==> config.mk <==
export PLATFORM = sky130hd
export DESIGN_NAME = product_bcd_conv
export DESIGN_NICKNAME = d
export VERILOG_FILES = /design/src/rtl/product_bcd_pkg.sv /design/src/rtl/bcd_seg7_dec.sv /design/src/rtl/product_bcd_conv.sv
export SDC_FILE = /design/constraint.sdc
export NUM_CORES = 1
export LEC_CHECK = 0
export CORE_MARGIN = 2
export CORE_UTILIZATION = 40
export DETAILED_ROUTE_END_ITERATION = 12
export PLACE_DENSITY = 0.73
export RECOVER_POWER = 100
export REMOVE_ABC_BUFFERS = 1
export SETUP_SLACK_MARGIN = 0.1
export SLEW_MARGIN = 10
export SYNTH_ARGS = -nofsm -noshare
export SYNTH_HDL_FRONTEND = slang
export SYNTH_SLANG_ARGS = --single-unit
==> constraint.sdc <==
create_clock -name clk -period 2.2 [get_ports clk]
set_input_delay 0.44 -clock clk [delete_from_list [all_inputs] [get_ports clk]]
set_output_delay 0.44 -clock clk [all_outputs]
set_load 0.01 [all_outputs]
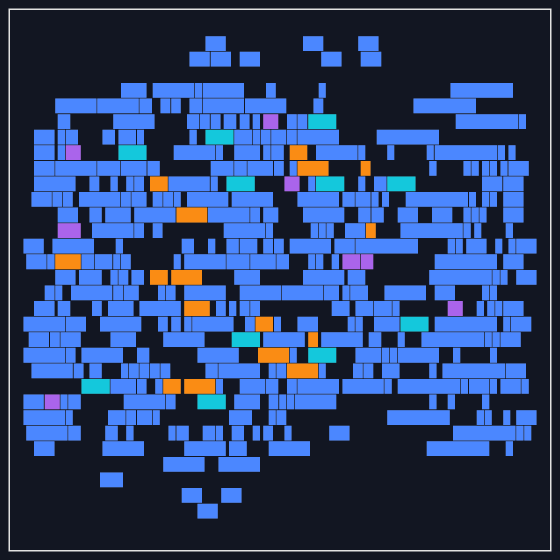
**Above:** run 1 (cells by drive strength).
size	colour	cells
x6 and larger	cyan	11
x3 and x4	purple	8
x2	orange	16
x1 and smaller	blue	356
Non-clock buffers: 54
Layout area overhead: 19.5%
final worst slack: 0.185 ns
design area: 3890 um2

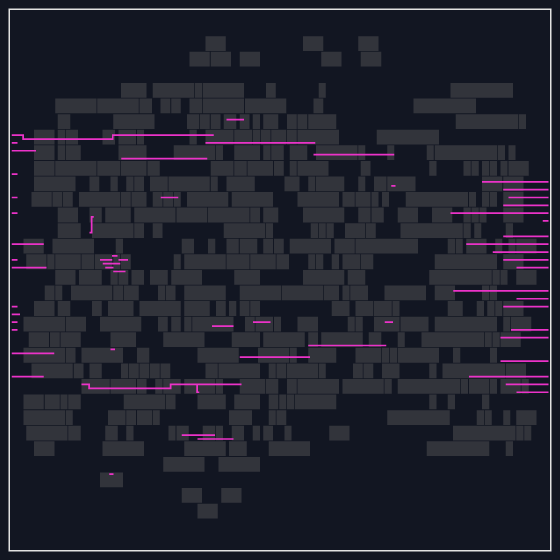
**Above:** run 1 (signal wires on met3).
longest straight run	18.9 um
share of all routed wire	5.9%
main direction	horizontal
nets with wire on the layer	47
wire length on this layer	384 um
DR vias: 2479
grt met3 use: 0.0562
Routed Wire Length: 6560 um

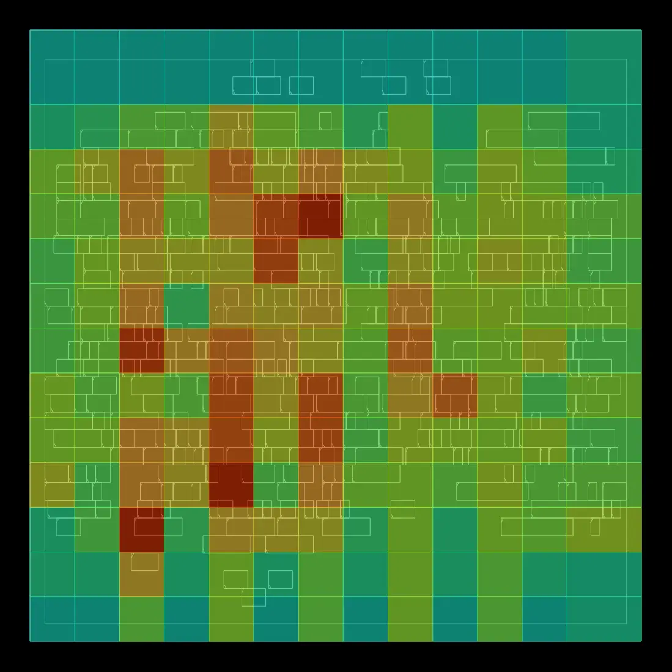
**Above:** run 1 (track usage over the die).
met2 GRT Util: 0.270
grt met1 use: 0.187
per-cell routed wire length: 13.3 um
grt peak-use layer: met2

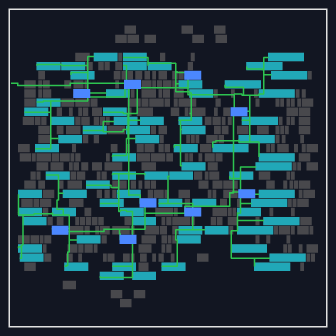
**Above:** run 1 (clock wires, drivers and flops).
[clock-net drivers] blue | count: 9
[clock wires] green | length: 827 um
[flip-flops] cyan | count: 72
routed clock nets	10
clk pwr: 0.891 mW
clk_lat worst skew: 0.34 ns
Setup Skew: 0.00842 ns
Clock power frac: 0.308

==> impl_metrics.py <==
# Auto-generated metrics
metrics = {
    "status": {
        "status": "complete, no violations",
    },
    "run": {
        "cap_violations": 0,
    },
    "setup_path": {
        "crit_type": "register to output pin",
        "start_kind": "register",
        "r2r_slack_ns": 0.36,
        "rr_worst_depth": 5,
        "crit_fanout": 6,
    },
    "hold_path": {
        "min_path_cells": 2,
        "hp-class": "register to register",
    },
    "synth": {
        "ys_cells": 339,
        "yosys_warnings": 0,
    },
    "cells_and_area": {
        "n_fill_cell": 717,
        "finalCoreUtilization": 0.499,
        "layout.nets": 423,
        "drive_gt1_frac": 0.0895,
        "antennaDiodeCount": 0,
    },
    "final_timing": {
        "fin_setup_tns_ns": 0,
        "whs_ns": 0.473,
        "fin_crit_ns": 2.02,
        "final-setup-viol-count": 0,
    },
    "global_routing": {
        "grt_start_max_net_pins": 35,
        "grt_pass1_vias": 2455,
    },
    "clock_network": {
        "cts_hold_buf": 0,
        "cts_max_level": 3,
        "clock_tree.buffer_depth": 2,
    },
    "place": {
        "numPortBuffers": 47,
        "post_dp_cell_area_um2": 3810,
    },
    "power_and_ir_drop": {
        "power.share.switching": 0.261,
        "p_int_mw": 2.14,
    },
    "route": {
        "antenna_left": 0,
        "drt_iter0_markers": 101,
        "dr.pass1.iters": 5,
    },
    "floorplanning": {
        "die_w_um": 94.3,
        "die-area_um2": 8890,
    },
}
-- run 1: layout make-up --
type / instances / area [um2] / share of cell area
sequential: 72 / 1610 / 0.414
inverter: 18 / 70.1 / 0.0180
clock buffer: 13 / 159 / 0.0408
clock inverter: 1 / 5.00 / 0.00128
timing repair buffer: 54 / 518 / 0.133
multi-input combinational: 233 / 1400 / 0.360
tap: 102 / 128 / 0.0328
-- run 1: per-layer routing --
| metal | track usage | vias to the layer above | wire [um] |
|---|---|---|---|
| li1 | - | 1256 | - |
| met1 | 0.187 | 1141 | 2900 |
| met2 | 0.270 | 74 | 3200 |
| met3 | 0.0562 | 8 | 384 |
| met4 | 0.0556 | 0 | 80 |
| met5 | 0 | - | 0 |
-- run 1: worst max-delay path, stage by stage (launching register included) --
cell and delay (ns):
dfxtp_1 0.32, nand2b_1 0.19, inv_4 0.11, dlygate4sd3_1 0.62
-- run 1: power by group through the flow --
stage                     registers, mW  logic [mW]  clock network [mW]
after floorplan                    1.58       0.300                   0
after global placement             1.59       0.478                   0
after detailed placement           1.59       0.489                   0
after CTS                          1.56       0.494               0.923
after global routing               1.57       0.514               0.981
final                              1.55       0.450               0.891
-- run 1: logic make-up after synthesis --
kind of cell	share of synthesized area
buf+inv	0.0568
simple gates	0.180
mux	0.0238
compound gates	0.164
flops	0.494
fa+ha+maj	0.0537
xor+xnor	0.0269
-- run 1: cell usage after synthesis --
library cell / instances / share of area
nor3_1: 6 / 0.0092
nand2_4: 1 / 0.0035
inv_1: 16 / 0.018
or3b_2: 5 / 0.013
xor2_1: 1 / 0.0027
inv_4: 1 / 0.0019
nor4b_1: 1 / 0.0027
buf_2: 2 / 0.0031
o21bai_1: 1 / 0.0023
nor2b_1: 1 / 0.0019
buf_4: 2 / 0.0046
nor2_1: 15 / 0.017
nand2b_1: 7 / 0.013
nor3b_1: 5 / 0.012
nor4_1: 1 / 0.0019
buf_6: 3 / 0.010
ha_1: 14 / 0.054
buf_8: 2 / 0.0092
o22ai_1: 14 / 0.027
a21oi_1: 17 / 0.026
a311oi_2: 6 / 0.028
nor4b_4: 1 / 0.0073
xnor2_1: 9 / 0.024
mux2i_1: 1 / 0.0031
edfxtp_1: 17 / 0.16
nand3_1: 1 / 0.0015
clkinv_1: 1 / 0.0012
mux2_2: 6 / 0.021
dfxtp_1: 55 / 0.34
clkbuf_1: 7 / 0.0081
o21ai_0: 29 / 0.045
and2_4: 1 / 0.0027
o31ai_1: 1 / 0.0023
nand2_1: 78 / 0.090
and2_1: 1 / 0.0019
and3_1: 1 / 0.0019
o22ai_2: 9 / 0.035
-- run 1: through the flow --
stage,power (mW),worst slack [ns]
3_3_place_gp,2.06,0.319
4_1_cts,2.98,0.228
3_5_place_dp,2.08,0.283
5_1_grt,3.06,0.103
2_1_floorplan,1.88,0.307
6_report,2.90,0.185
No activity file was given, so power comes from the tool's default toggle rates.
